<file path="config.mk">
export PLATFORM = sky130hd
export DESIGN_NAME = bus_master_ctrl
export DESIGN_NICKNAME = d
export VERILOG_FILES = /design/src/rtl/bus_master_ctrl.sv
export SDC_FILE = /design/constraint.sdc
export NUM_CORES = 1
export LEC_CHECK = 0
export CORE_MARGIN = 1
export CORE_UTILIZATION = 45
export DETAILED_ROUTE_END_ITERATION = 6
export PLACE_DENSITY = 0.71
export SLEW_MARGIN = 20
export SYNTH_ARGS = -nofsm -noshare
export SYNTH_HDL_FRONTEND = slang
export SYNTH_SLANG_ARGS = --single-unit
</file>
<file path="constraint.sdc">
create_clock -name clk -period 1.85 [get_ports clk]
set_input_delay 0.185 -clock clk [delete_from_list [all_inputs] [get_ports clk]]
set_output_delay 0.185 -clock clk [all_outputs]
set_load 0.05 [all_outputs]
</file>
<file path="src/rtl/bus_master_ctrl.sv">
// Master-side sequencer for the serial shared bus: takes one parallel write command,
// wins the arbiter, shifts the slave select, then shifts address and data under slave handshake.
module bus_master_ctrl #(
    parameter int ADDR_W  = 12,
    parameter int DATA_W  = 8,
    parameter int TIMEOUT = 16
) (
    input  logic              clk,
    input  logic              reset,
    input  logic              cmd_valid,
    output logic              cmd_ready,
    input  logic [1:0]        cmd_sel,
    input  logic [ADDR_W-1:0] cmd_addr,
    input  logic [DATA_W-1:0] cmd_data,
    output logic              bus_request,
    output logic              bus_address_valid,
    output logic              bus_address,
    output logic              bus_data,
    output logic              bus_valid,
    input  logic              bus_ready,
    input  logic              bus_available,
    output logic              busy,
    output logic              done,
    output logic              err
);

    localparam int MAX_AD = (ADDR_W > DATA_W) ? ADDR_W : DATA_W;
    localparam int MAX_N  = (MAX_AD > TIMEOUT) ? MAX_AD : TIMEOUT;
    localparam int CNT_W  = $clog2(MAX_N + 1);
    localparam int AIDX_W = (ADDR_W > 1) ? $clog2(ADDR_W) : 1;
    localparam int DIDX_W = (DATA_W > 1) ? $clog2(DATA_W) : 1;

    localparam logic [CNT_W-1:0] ADDR_FIRST = CNT_W'(ADDR_W - 1);
    localparam logic [CNT_W-1:0] DATA_FIRST = CNT_W'(DATA_W - 1);
    localparam logic [CNT_W-1:0] STALL_LAST = CNT_W'(TIMEOUT - 1);
    localparam logic [CNT_W-1:0] RETRY_LAST = CNT_W'(TIMEOUT - 2);

    typedef enum logic [3:0] {
        S_IDLE,
        S_REQ,
        S_SEL1,
        S_SEL0,
        S_CONN,
        S_ADDR,
        S_DATA,
        S_DONE,
        S_ERROR
    } state_t;

    state_t             state_q, state_d;
    logic [1:0]         sel_q, sel_d;
    logic [ADDR_W-1:0]  addr_q, addr_d;
    logic [DATA_W-1:0]  data_q, data_d;
    logic [CNT_W-1:0]   bit_cnt_q, bit_cnt_d;
    logic [CNT_W-1:0]   stall_cnt_q, stall_cnt_d;
    logic [CNT_W-1:0]   retry_cnt_q, retry_cnt_d;

    logic addr_bit;
    logic data_bit;

    assign addr_bit = addr_q[bit_cnt_q[AIDX_W-1:0]];
    assign data_bit = data_q[bit_cnt_q[DIDX_W-1:0]];

    // NOTE: state and shadow registers are all cleared by reset so that an aborted
    // transfer leaves nothing behind; the shadow copies are small enough to afford it.
    always_ff @(posedge clk or negedge reset) begin
        if (!reset) begin
            state_q     <= S_IDLE;
            sel_q       <= '0;
            addr_q      <= '0;
            data_q      <= '0;
            bit_cnt_q   <= '0;
            stall_cnt_q <= '0;
            retry_cnt_q <= '0;
        end else begin
            // NOTE: non-blocking assignments keep every register updating from the
            // same pre-edge values, independent of statement order.
            state_q     <= state_d;
            sel_q       <= sel_d;
            addr_q      <= addr_d;
            data_q      <= data_d;
            bit_cnt_q   <= bit_cnt_d;
            stall_cnt_q <= stall_cnt_d;
            retry_cnt_q <= retry_cnt_d;
        end
    end

    // Next-state and counter update.
    always_comb begin
        // NOTE: every variable gets a hold default first so no path leaves one
        // unassigned, which would otherwise infer a latch.
        state_d     = state_q;
        sel_d       = sel_q;
        addr_d      = addr_q;
        data_d      = data_q;
        bit_cnt_d   = bit_cnt_q;
        stall_cnt_d = stall_cnt_q;
        retry_cnt_d = retry_cnt_q;

        case (state_q)
            S_IDLE: begin
                if (cmd_valid) begin
                    sel_d       = cmd_sel;
                    addr_d      = cmd_addr;
                    data_d      = cmd_data;
                    retry_cnt_d = '0;
                    state_d     = (cmd_sel == 2'd3) ? S_ERROR : S_REQ;
                end
            end

            S_REQ: state_d = S_SEL1;

            S_SEL1: begin
                if (!bus_available) begin
                    // Terminal compare before the increment keeps the counter from wrapping.
                    if (retry_cnt_q == RETRY_LAST) begin
                        state_d = S_ERROR;
                    end else begin
                        retry_cnt_d = retry_cnt_q + 1'b1;
                        state_d     = S_REQ;
                    end
                end else begin
                    state_d = S_SEL0;
                end
            end

            S_SEL0: state_d = S_CONN;

            S_CONN: begin
                bit_cnt_d   = ADDR_FIRST;
                stall_cnt_d = '0;
                state_d     = S_ADDR;
            end

            S_ADDR, S_DATA: begin
                if (bus_ready) begin
                    stall_cnt_d = '0;
                    if (bit_cnt_q == '0) begin
                        if (state_q == S_ADDR) begin
                            bit_cnt_d = DATA_FIRST;
                            state_d   = S_DATA;
                        end else begin
                            state_d   = S_DONE;
                        end
                    end else begin
                        bit_cnt_d = bit_cnt_q - 1'b1;
                    end
                end else if (stall_cnt_q == STALL_LAST) begin
                    state_d = S_ERROR;
                end else begin
                    stall_cnt_d = stall_cnt_q + 1'b1;
                end
            end

            S_DONE:  state_d = S_IDLE;
            S_ERROR: state_d = S_IDLE;
            default: state_d = S_IDLE;
        endcase
    end

    // Moore output decode: only state and registered fields, never raw inputs.
    always_comb begin
        cmd_ready         = 1'b0;
        bus_request       = 1'b0;
        bus_address_valid = 1'b0;
        bus_address       = 1'b0;
        bus_data          = 1'b0;
        bus_valid         = 1'b0;
        done              = 1'b0;
        err               = 1'b0;
        busy              = (state_q != S_IDLE);

        case (state_q)
            S_IDLE: cmd_ready = 1'b1;
            S_REQ: begin
                bus_request       = 1'b1;
                bus_address_valid = 1'b1;
            end
            S_SEL1: begin
                bus_request = 1'b1;
                bus_address = sel_q[1];
            end
            S_SEL0: begin
                bus_request = 1'b1;
                bus_address = sel_q[0];
            end
            S_CONN: bus_request = 1'b1;
            S_ADDR: begin
                bus_request = 1'b1;
                bus_valid   = 1'b1;
                bus_address = addr_bit;
            end
            S_DATA: begin
                bus_request = 1'b1;
                bus_valid   = 1'b1;
                bus_data    = data_bit;
            end
            S_DONE:  done = 1'b1;
            S_ERROR: err  = 1'b1;
            default: ;
        endcase
    end

endmodule
</file>
==> Changelog: implementation, run 1 <==
## Implementation

- Status: finished with violations
- Failing checks: setup timing
- CP Data Required Time: 1.66 ns
- Commonest flop: dfrtp_1
- Crit path DAT: 1.98 ns
- Clk tree area frac: 0.0322
- DRT iter0 DRCs: 88
- Largest net degree at the start of global routing: 25
- Vias in the first global route: 1902
- Post_cts resized: 7
- Non-CTS inverters: 10
- Routed WL: 5020 µm
- Crit path cell chain: buf_4, mux2i_1, mux4_2, o41ai_2, buf_4, buf_12
- Clock Sinks: 41
- Global routing's busiest layer: met2
- Synth Area per Inst: 9.54 µm²
- Most frequent cells in the layout: nand2_1 (71), dfrtp_1 (41), buf_4 (26)
- Kind of critical path: reg2out
- Multi-input gates: 176
- DR WL met3: 220 µm
- Worst path max stage delay: 0.47 ns
- Pleak: 0.00149 µW
- RSZ-0062 raised after global routing: true
- Synth Area in Simple Gates: 0.260
- Number of flip-flops in the largest register: 12
- Top cell excl fill/tap: nand2_1
- Most frequent CP cell: buf_4
- Library cells used by synthesis: 53
- Top cell type by instance count after synthesis: nand2_1
- Floorplan net count: 275
- Storage element area: 1030 µm²
- Area added between synthesis and finish: 39.3%
- Yosys chip area: 2320 µm²
- Worst Skew: 0.00332 ns
- Area leader share: 0.443
- Filler-free cell count of the finished design: 367
- Total core area: 4850 µm²
- Vias per cell: 5.23
- CTS root buf: clkbuf_8
- Metal2 WL: 2470 µm
- Dominant class by area: multi-input combinational cells
- Post-synth EDFFs: 0
- Biggest regs: addr_q (12), data_q (8)
- Family with the most delay on the worst path: multiplexers
- First-pass GRT wire length: 8790 µm
- Top cells by area, synth: dfrtp_1 (44%), nand2_1 (12%), mux4_2 (3.9%)
- Logic share of the area: 0.398
- CTS tree: yes
- Final HPWL DP: 3700 µm
- # placed instances: 356
- Slew headroom: 0.658
- Final Power: 5300 µW
- XOR/XNOR Area Share: 0.0151
- Port Buffers: 35
- Asr flop ratio synth: 1.00
- I/O pin total: 36
- Die height: 73.8 µm
- Chip Area: 5440 µm²
- Per-cell routed wire length: 13.7 µm
- Seq area share: 0.318
- CP Capture Point: bus_address
- Flops after synth: 41
- Tapcells: 67
- DR pass1 iterations: 4
- Setup slack, reg-to-reg: -0.11 ns
- Critical path buffer and inverter count: 3
- Flops: 41
- Cell depth of the worst flop-to-flop path: 7
- Post-synth top cells: nand2_1 (72), dfrtp_1 (41), o21ai_0 (12)
- Initial antenna violation count: 0
- Final worst path period need: 2.17 ns
- Routed length on met1: 2220 µm
- ANT nets after route: 0
- Synth Warn #: 0
- Max-slew violations: 0
- Routing usage on met2: 0.361
- Overall Global Routing Usage: 0.216
- MUX area fraction: 0.0994
- Worst slew pin tran: 0.513 ns
- Cell Area, Synth: 2320 µm²
- Hold WC Path Type: in2async
- Longest Clk Path Bufs: 2
- Reg-to-Reg End: state_q[1]
- FP Util: 0.478
- CP Max Fanout: 3
- Syn Inst Count: 243
- Met1 usage: 0.270
- Adder share: 0.0313
- Die width: 73.8 µm
- Biggest register: addr_q
- Num CTS Buffers: 5
- CTS Hold Bufs: 1
- CP Launch Type: flip-flop
- Post-CTS repair timing setup buffer count: 1
- Levels on crit path: 6
- Htree depth: 2
- CLK BUF: 5
- Rows: 25
- Seq share, synth: 0.443
- Worst setup margin: -0.316 ns
- Final Cycle Share: 1.17
- Final hold viol count: 0
- Max Cap Viol: 0
- GR Layer Usage met3: 0.0562
- Number of fill cells: 392
- Final Wtd Congestion: 0.819
- Non-clock buffers: 66
- Slowest stage cell on the critical path: mux4_2
- Tool Warnings: 30
- Worst setup startpoint: bit_cnt_q[0]
- Nets: 332
- Reg clk slew, reported paths: 0.08 ns
- Ant. Diodes: 0
- Remaining DRCs: 0
- Max IR drop VDD: 0.865 mV
- Fraction of cell area in non-clock buffers: 0.212
- Comb area: 1280 µm²
- Complex Gates by Area: 0.0999
- Peak Freq: 0.462 GHz
- Comb area leader: simple AND/OR/NAND/NOR gates
- Yosys cell count: 243
- Power density over cell area: 1640 nW/µm²
- Final setup fails: 8
- Worst r2r src: bit_cnt_q[0]
- Top Layer Used: met4
- Via count: 1918
- Share of cells above drive strength 1: 0.293
- Total grt overflow: 0
- Worst Setup End Kind: output pin
- Clk latency late pin: 0.29 ns
- Synth area leader: dfrtp_1
## run 1: stage by stage
| step | hold WS [ns] | setup WS [ns] | utilization | TNS, ns | cell area (µm²) |
|---|---|---|---|---|---|
| 6_report | 0.387 | -0.316 | 0.666 | -0.984 | 3230 |
| 5_1_grt | 0.418 | -0.408 | 0.666 | -1.74 | 3230 |
| 4_1_cts | 0.397 | -0.335 | 0.655 | -0.830 | 3180 |
| 3_5_place_dp | 0.181 | -0.0955 | 0.628 | -0.440 | 3040 |
| 3_3_place_gp | 0.178 | -0.00927 | 0.628 | -0.0100 | 3040 |
| 2_1_floorplan | -0.111 | -0.340 | - | -0.634 | 2430 |
## run 1: power by group
group / internal (µW) / switching, µW
Combinational: 1560 / 1600
Sequential: 1240 / 202
Clock: 392 / 306
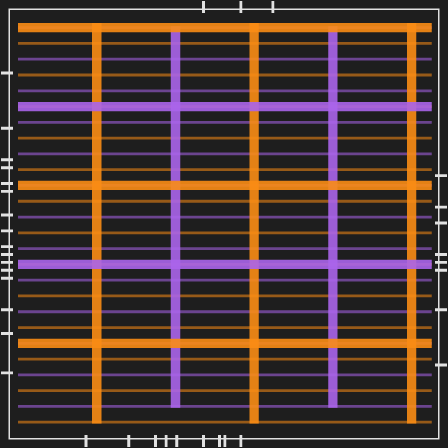
run_1/pdn.png
Pins as bars on the die edge.
Key: VSS = orange; VDD = purple
5 straps on met4. 5 straps on met5. 36 signal pins sit on the boundary.

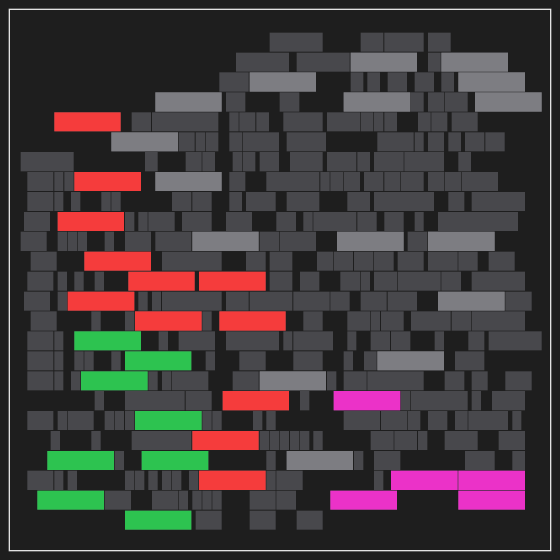
run_1/registers.png
Other sequential cells in the stronger grey, the rest of the logic in the fainter grey.
Key: `addr_q` = red [placed flops 12]; `retry_cnt_q` = magenta [placed flops 5, where south-east]; `data_q` = green [placed flops 8, where south-west]
Another 16 sequential cells are not coloured.

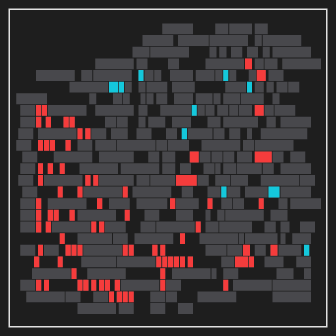
run_1/gate_families.png
Key: NAND gates = red [cells 80]; inverters = cyan [cells 10]

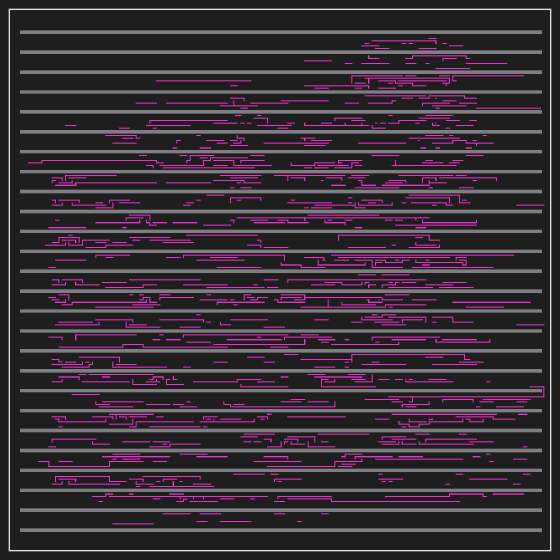
run_1/met1.png
Supply wires on this layer in grey.
The longest straight run is 26.2 µm. The wires run mostly horizontal. The layer carries 2220 µm of wire. 285 nets have wire on it.

==> inputs of run 2 (changes only) <==
--- a/config.mk
+++ b/config.mk
@@ -5,6 +5,7 @@
 export SDC_FILE = /design/constraint.sdc
 export NUM_CORES = 1
 export LEC_CHECK = 0
+export ABC_AREA = 1
 export CORE_MARGIN = 1
 export CORE_UTILIZATION = 45
 export DETAILED_ROUTE_END_ITERATION = 6
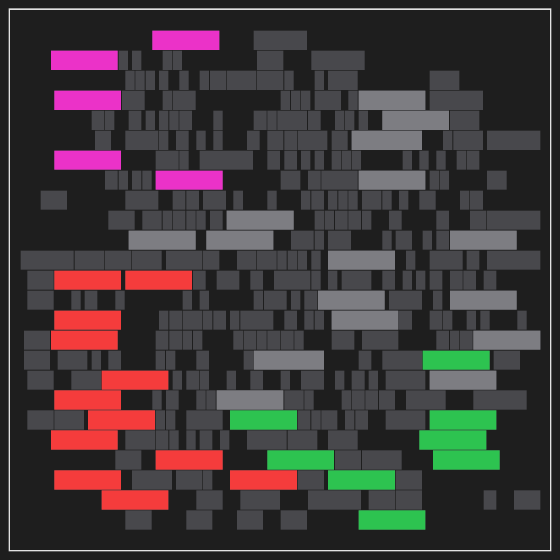
run_2/registers.png
Other sequential cells in the stronger grey, the rest of the logic in the fainter grey.
Key: `addr_q` = red [placed flops 12]; `data_q` = green [placed flops 8, where south-east]; `retry_cnt_q` = magenta [placed flops 5, where north-west]
Another 16 sequential cells are not coloured.

==> run 2 against run 1 <==
Against the previous run:
- the run now ends clean
- register-to-register slack gained 0.32 ns
- combinational power shrank 13%
- power shrank 8.3%
- clock skew shrank 0.00070 ns
- area after synthesis shrank 0.76%
- via count shrank 1.7%
- sequential share of layout area grew 3.0 points
- hold slack lost 0.012 ns
- largest cell class unchanged
- worst setup slack gained 0.43 ns
==> Changelog: implementation, run 2 <==
## Implementation

- Status: completed
- Top Layer Used: met4
- Worst slew pin tran: 0.481 ns
- CP Data Required Time: 1.66 ns
- Most frequent CP cell: inv_1
- Fin Setup TNS: 0 ns
- Num CTS Buffers: 5
- Cell Area, Synth: 2300 µm²
- CTS Hold Bufs: 1
- Vias in the first global route: 1813
- Filler-free cell count of the finished design: 383
- MUX area fraction: 0.0914
- Nets: 347
- Commonest flop: dfrtp_1
- Top cell type by instance count after synthesis: nand2_1
- Post-synth top cells: nand2_1 (61), dfrtp_1 (41), inv_1 (30)
- Global routing's busiest layer: met2
- Total grt overflow: 0
- Post_cts resized: 2
- First-pass GRT wire length: 7800 µm
- Final HPWL DP: 3430 µm
- Library cells used by synthesis: 32
- Htree depth: 2
- Clock Sinks: 41
- Levels on crit path: 8
- Tool Warnings: 28
- Biggest regs: addr_q (12), data_q (8)
- Final worst path period need: 1.74 ns
- Seq area share: 0.348
- Slew headroom: 0.679
- Vias per cell: 4.92
- Adder share: 0.0272
- Met1 usage: 0.256
- Clk tree area frac: 0.0305
- Slowest stage cell on the critical path: dfrtp_2
- Worst Setup End Kind: output pin
- Port Buffers: 35
- Longest Clk Path Bufs: 2
- Kind of critical path: reg2out
- Asr flop ratio synth: 1.00
- Max IR drop VDD: 1.04 mV
- Chip Area: 5400 µm²
- Final Wtd Congestion: 0.890
- Worst setup margin: 0.111 ns
- Number of fill cells: 428
- Remaining DRCs: 0
- Final hold viol count: 0
- Routing usage on met2: 0.299
- Critical path buffer and inverter count: 4
- Non-clock buffers: 40
- I/O pin total: 36
- Area added between synthesis and finish: 28.5%
- Multi-input gates: 191
- Largest net degree at the start of global routing: 29
- Yosys chip area: 2300 µm²
- Non-CTS inverters: 36
- DRT iter0 DRCs: 66
- Area leader share: 0.446
- Crit path cell chain: nand2_1, inv_1, nand2_1, inv_1, a22o_1, inv_1, nand2_2, buf_12
- Family with the most delay on the worst path: flip-flops
- Die width: 73.5 µm
- Metal2 WL: 2100 µm
- XOR/XNOR Area Share: 0.0190
- Worst setup startpoint: state_q[0]
- CP Launch Type: flip-flop
- Post-synth EDFFs: 0
- Pleak: 0.00144 µW
- DR pass1 iterations: 5
- ANT nets after route: 0
- CTS root buf: clkbuf_8
- Crit path DAT: 1.55 ns
- Synth area leader: dfrtp_1
- Routed length on met1: 2250 µm
- Post-CTS repair timing setup buffer count: 0
- # placed instances: 373
- Max-slew violations: 0
- Tapcells: 67
- Ant. Diodes: 0
- Flops after synth: 41
- Cell depth of the worst flop-to-flop path: 9
- Final core occ: 0.613
- GR Layer Usage met3: 0.0316
- Peak Freq: 0.575 GHz
- Pre-CTS setup slack: 0.172 ns
- Worst path max stage delay: 0.46 ns
- Logic share of the area: 0.383
- CTS tree: yes
- CP Capture Point: bus_address
- FP Util: 0.477
- Comb area: 1130 µm²
- Max Cap Viol: 0
- DR WL met3: 142 µm
- CLK BUF: 5
- Comb area leader: simple AND/OR/NAND/NOR gates
- Overall Global Routing Usage: 0.188
- Routed WL: 4560 µm
- Floorplan net count: 305
- Initial antenna violation count: 0
- Reg clk slew, reported paths: 0.08 ns
- Via count: 1886
- Final setup fails: 0
- Hold WC Path Type: in2async
- Yosys cell count: 273
- Biggest register: addr_q
- Fraction of cell area in non-clock buffers: 0.161
- Setup slack, reg-to-reg: 0.21 ns
- Final Power: 4860 µW
- Reg-to-Reg End: state_q[1]
- Total core area: 4820 µm²
- Share of cells above drive strength 1: 0.203
- Clk latency late pin: 0.29 ns
- Seq share, synth: 0.446
- Complex Gates by Area: 0.0930
- Synth Area per Inst: 8.42 µm²
- WHS: 0.375 ns
- Synth Area in Simple Gates: 0.251
- Worst r2r src: stall_cnt_q[0]
- Dpl cell area: 2820 µm²
- Top cell excl fill/tap: nand2_1
- Die height: 73.5 µm
- Syn Inst Count: 273
- Worst Skew: 0.00262 ns
- Synth Warn #: 0
- Per-cell routed wire length: 11.9 µm
- Finished layout cell area: 2950 µm²
- Dominant class by area: multi-input combinational cells
- Flops: 41
- CP Max Fanout: 6
- RSZ-0062 raised after global routing: true
- Most frequent cells in the layout: nand2_1 (60), dfrtp_1 (39), inv_1 (29)
- Rows: 25
- Power density over cell area: 1650 nW/µm²
- Storage element area: 1030 µm²
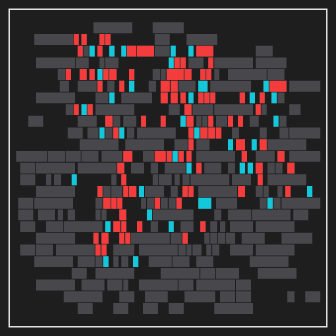
run_2/gate_families.png
Key: inverters = cyan [cells 36]; NAND gates = red [cells 91]

==> run 2: cell count changes after synthesis, moves of 5 or more <==
| cell | previous run | this run |
|---|---|---|
| inv_1 | 10 | 30 |
| nand3_1 | 3 | 22 |
| nor2_1 | 9 | 26 |
| nand2_1 | 72 | 61 |
| mux2i_1 | 8 | 0 |
| mux2_4 | 1 | 8 |
| o21ai_0 | 12 | 19 |
| inv_2 | 0 | 6 |
| a21oi_1 | 4 | 9 |
| clkbuf_1 | 6 | 1 |
==> run 2: where the power goes <==
part / switching (µW) / internal (µW) / leakage (µW)
clock: 321 / 267 / 0.0000445
combinational: 1570 / 1190 / 0.000890
sequential: 265 / 1250 / 0.000507
total: 2160 / 2700 / 0.00144
Power is estimated from default activity; no workload was simulated.
